**Sequential cells grouped by signal name**

Drawn at 6 px/um.
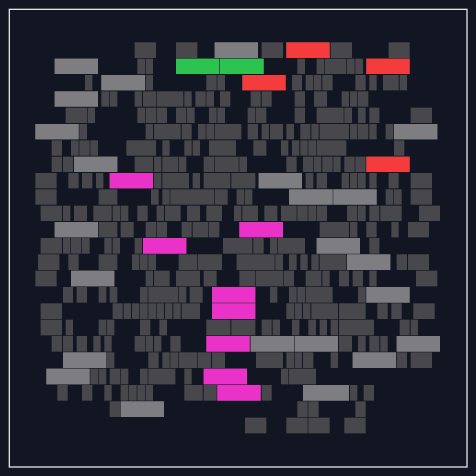
**Close-up of the layout**

Region (18, 33) to (58, 73) um. Cells in grey, sequential cells in the stronger grey; small squares are vias.
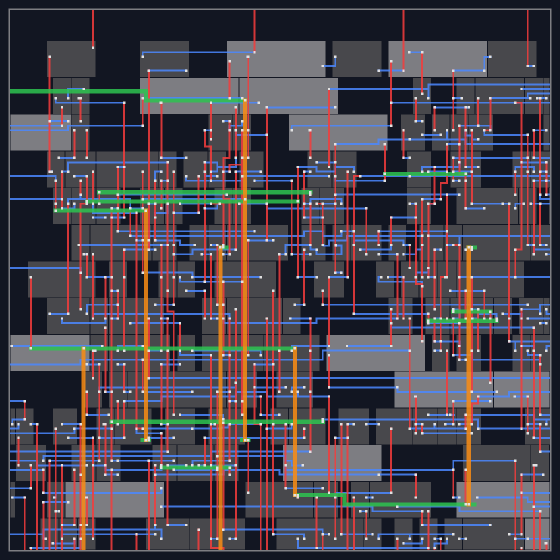
**Congestion heat map**

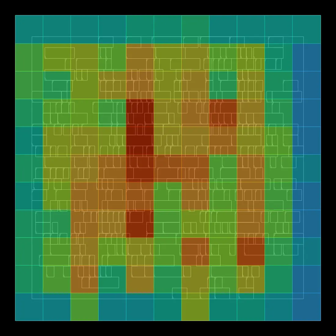
<file path="config.mk">
export PLATFORM = sky130hd
export DESIGN_NAME = pulse_train_gen
export DESIGN_NICKNAME = d
export VERILOG_FILES = /design/src/rtl/pulse_train_gen.sv
export SDC_FILE = /design/constraint.sdc
export NUM_CORES = 1
export LEC_CHECK = 0
export ABC_AREA = 1
export CAP_MARGIN = 20
export CORE_MARGIN = 4
export CORE_UTILIZATION = 47
export DETAILED_ROUTE_END_ITERATION = 6
export PLACE_DENSITY = 0.7
export SETUP_SLACK_MARGIN = 0.2
export SYNTH_ARGS = -nofsm -noshare
export SYNTH_HDL_FRONTEND = slang
export SYNTH_SLANG_ARGS = --single-unit
</file>
<file path="constraint.sdc">
create_clock -name clk -period 2.4 [get_ports clk]
set_clock_uncertainty 0.2 [all_clocks]
set_input_delay 0.48 -clock clk [delete_from_list [all_inputs] [get_ports clk]]
set_output_delay 0.48 -clock clk [all_outputs]
set_load 0.01 [all_outputs]
</file>
<file path="src/rtl/pulse_train_gen.sv">
// Programmable pulse-train transmitter: emits 'count' pulses of 'width' high cycles
// separated by max(gap,1) low cycles, with busy/done/pulse_idx status.
module pulse_train_gen #(
    parameter int unsigned WIDTH_W = 8,
    parameter int unsigned COUNT_W = 4
) (
    input  logic               clk,
    input  logic               rst,
    input  logic               start,
    input  logic [WIDTH_W-1:0] width,
    input  logic [WIDTH_W-1:0] gap,
    input  logic [COUNT_W-1:0] count,
    output logic               signal,
    output logic               busy,
    output logic               done,
    output logic [COUNT_W-1:0] pulse_idx
);

    typedef enum logic [1:0] {IDLE, HIGH, LOW, DONE} state_t;

    state_t             state;
    logic [WIDTH_W-1:0] width_q;
    logic [WIDTH_W-1:0] gap_q;
    logic [COUNT_W-1:0] count_q;
    logic [WIDTH_W-1:0] cnt;

    logic [WIDTH_W-1:0] gap_eff_c;
    logic [COUNT_W-1:0] idx_next_c;

    // A zero gap still separates pulses by one low cycle
    assign gap_eff_c  = (gap_q == '0) ? WIDTH_W'(1) : gap_q;
    assign idx_next_c = pulse_idx + COUNT_W'(1);

    always_ff @(posedge clk) begin
        if (rst) begin
            state     <= IDLE;
            width_q   <= '0;
            gap_q     <= '0;
            count_q   <= '0;
            cnt       <= '0;
            signal    <= 1'b0;
            busy      <= 1'b0;
            done      <= 1'b0;
            pulse_idx <= '0;
        end else begin
            done <= 1'b0;
            case (state)
                IDLE: begin
                    if (start) begin
                        pulse_idx <= '0;
                        if (width != '0 && count != '0) begin
                            width_q <= width;
                            gap_q   <= gap;
                            count_q <= count;
                            cnt     <= WIDTH_W'(1);
                            signal  <= 1'b1;
                            busy    <= 1'b1;
                            state   <= HIGH;
                        end else begin
                            done  <= 1'b1;
                            state <= DONE;
                        end
                    end
                end
                HIGH: begin
                    if (cnt == width_q) begin
                        pulse_idx <= idx_next_c;
                        signal    <= 1'b0;
                        cnt       <= WIDTH_W'(1);
                        if (idx_next_c == count_q) begin
                            busy  <= 1'b0;
                            done  <= 1'b1;
                            state <= DONE;
                        end else begin
                            state <= LOW;
                        end
                    end else begin
                        cnt <= cnt + WIDTH_W'(1);
                    end
                end
                LOW: begin
                    if (cnt >= gap_eff_c) begin
                        signal <= 1'b1;
                        cnt    <= WIDTH_W'(1);
                        state  <= HIGH;
                    end else begin
                        cnt <= cnt + WIDTH_W'(1);
                    end
                end
                DONE: begin
                    state <= IDLE;
                end
                default: begin
                    state <= IDLE;
                end
            endcase
        end
    end

endmodule
</file>
==> flow_results.org <==
#+TITLE: Physical design notes

** Worst setup path
- Kind of cell adding the most delay to the critical path :: simple AND/OR/NAND/NOR gates
- Critical path cell sequence :: inv_2 -> nand4_1 -> o41ai_2 -> ha_1 -> nand2_1 -> nor2_1 -> nor2_1 -> nand2_1 -> nand2_2 -> nand3_4 -> nand2_4 -> buf_4 -> nand3b_1 -> a21oi_1
- Launching element type of the critical path :: flop
- At the worst endpoint, the required time is between 2 and 2.5 ns.
- Counting buffers and inverters, the worst setup path is 14 cells deep.
- Max incr delay on CP :: approximately 0.32 ns

** Place
- Logged for this run, the post-placement worst setup slack is between 0.15 and 0.2 ns.
- Last weighted congestion value of the routability-driven placer :: 0.8441
- Post-place instance area :: ~0.0025 sq mm
- Buffers placed on the I/O ports in this run total 29.

** Synthesis
- Adder-cell share of the synthesized area :: under 10%
- The Yosys step of the flow raised 0 warnings.
- After synthesis, the largest area contributor takes up 34.04% of total cell area.
- Chip area estimate from yosys synthesis :: between 0.002 and 0.0025 sq mm
- Cells after Synth :: about 320
- Per the post-synthesis report, the nets total 355.
- AO/OA Area Share :: 14.95%
- Yosys reports the multiplexer fraction of the synthesized area as 0%.

** Drt
- Drt total wl :: 4.909 mm
- TritonRoute output was used to compute an average wire per cell of 12.12 um.
- 1st-iter DRT viols :: 120
- Drt first pass iters :: 4
- The detailed router placed 2083 vias in this run.

** Die
- Initial Utilization :: 49.29%
- Per the OpenROAD floorplan log, the width of the die is 76.04 um.
- Across the placement rows, the number of tap cells is 52.

** Clock tree
- Number of setup buffers added after CTS :: 0
- According to the CTS report, the clock sink count is 37.
- As reported, the later end of the worst-skew pair has a clock insertion delay of 0.29 ns.
- Resize count post-CTS :: 1
- Reg clk slew, reported paths :: 0.07 ns

** Final layout
- Leaving out the clock tree, the finished layout contains an inverter count of ~50.
- Per the final report, the share of cell area in non-clock buffers is between 10% and 20%.
- In the final layout, the registers with the most flip-flops are cnt (8), gap_q (8), width_q (8).
- The layout contains a multi-input combinational cell count of 223.
- Count of plain and timing-repair buffers in the layout :: 36
- Top class by area :: combinational gates

** Global routing
- The first global-routing pass estimated approximately 8.2 mm of wire.
- In this run the most used layer during global routing was met2.

** Timing
- Post-route worst setup slack :: 0.2542 ns
- Final hold vios :: 0
- Summed over all failing endpoints, the final setup total negative slack is 0 ns.

** Run status
- The run finished with clean final reports.
About 'sequential cells grouped by signal name':
Key: `state` = green [sequential cells 2]; `cnt` = magenta [sequential cells 8]; `pulse_idx` = red [sequential cells 4, where north-east]

About 'close-up of the layout':
Key: M1 = blue; M3 = green; M4 = orange; M2 = red
Most frequent: nand2_1 (30), inv_1 (18). Netlist names of flops here include `cnt` (3), `count_q` (3), `pulse_idx` (2). Sequential cells in the window: 13. 146 logic cells have their middle in the window.

About 'congestion heat map':
global-route met1 utilization: 21.49%
met3 usage in global routing: 4.492%
core utilization of the finished layout: 60.74%
met2 global-route usage: 27.91%

==> cell usage in the layout (no fill, tap or decap) <==
master                            Yosys  layout
sky130_fd_sc_hd__a21o_1               1       1
sky130_fd_sc_hd__a21oi_1             31      31
sky130_fd_sc_hd__a21oi_2              1       1
sky130_fd_sc_hd__buf_12               0       1
sky130_fd_sc_hd__buf_4                1       6
sky130_fd_sc_hd__clkbuf_1             5       1
sky130_fd_sc_hd__clkbuf_8             0       6
sky130_fd_sc_hd__clkdlybuf4s50_1      0      29
sky130_fd_sc_hd__dfxtp_1             37      36
sky130_fd_sc_hd__dfxtp_2              0       1
sky130_fd_sc_hd__ha_1                15      15
sky130_fd_sc_hd__inv_1               47      43
sky130_fd_sc_hd__inv_2                3       7
sky130_fd_sc_hd__nand2_1             68      67
sky130_fd_sc_hd__nand2_2              3       3
sky130_fd_sc_hd__nand2_4              4       5
sky130_fd_sc_hd__nand3_1             17      16
sky130_fd_sc_hd__nand3_4              0       1
sky130_fd_sc_hd__nand3b_1             3       3
sky130_fd_sc_hd__nand4_1              7       7
sky130_fd_sc_hd__nand4_2              1       1
sky130_fd_sc_hd__nor2_1              25      25
sky130_fd_sc_hd__nor2_2               5       5
sky130_fd_sc_hd__nor2_4               1       1
sky130_fd_sc_hd__nor3_1               3       3
sky130_fd_sc_hd__o21ai_0             24      24
sky130_fd_sc_hd__o21ai_1              5       5
sky130_fd_sc_hd__o41ai_2              0       1
sky130_fd_sc_hd__xnor2_1              4       4
sky130_fd_sc_hd__xor2_1               4       4
==> how the worst min path moves through the flow <==
stage	startpoint	to	slack (ns)	cells past startpoint
final	width_q[7]	width_q[7]	0.26	2
after detailed placement	width_q[7]	width_q[7]	0.26	2
after global placement	width_q[7]	width_q[7]	0.25	2
after global routing	gap_q[3]	gap_q[3]	0.28	2
after floorplan	gap_q[0]	gap_q[0]	0.23	2
after CTS	width_q[7]	width_q[7]	0.27	2
==> synthesized netlist by cell type <==
library cell                n
sky130_fd_sc_hd__inv_1     47
sky130_fd_sc_hd__xor2_1     4
sky130_fd_sc_hd__nand3b_1   3
sky130_fd_sc_hd__a21oi_1   31
sky130_fd_sc_hd__xnor2_1    4
sky130_fd_sc_hd__nor2_2     5
sky130_fd_sc_hd__a21o_1     1
sky130_fd_sc_hd__nor3_1     3
sky130_fd_sc_hd__o41ai_1    1
sky130_fd_sc_hd__nor2_1    25
sky130_fd_sc_hd__a21oi_2    1
sky130_fd_sc_hd__o21ai_0   24
sky130_fd_sc_hd__nand4_1    7
sky130_fd_sc_hd__o21ai_1    5
sky130_fd_sc_hd__buf_1      1
sky130_fd_sc_hd__nand3_1   17
sky130_fd_sc_hd__dfxtp_1   37
sky130_fd_sc_hd__buf_4      1
sky130_fd_sc_hd__clkbuf_1   5
sky130_fd_sc_hd__nand4_2    1
sky130_fd_sc_hd__nand2_1   68
sky130_fd_sc_hd__inv_2      3
sky130_fd_sc_hd__ha_1      15
sky130_fd_sc_hd__nand2_2    3
sky130_fd_sc_hd__nand2_4    4
sky130_fd_sc_hd__nor2_4     1
==> power by group <==
part,internal (uW),switching [uW],leakage [uW]
Sequential,766,137,0.000305
Clock,228,218,0.0000443
Combinational,570,787,0.000843
Total,1560,1140,0.00119
Power figures rest on the tool's default switching activity, not on a simulated workload.
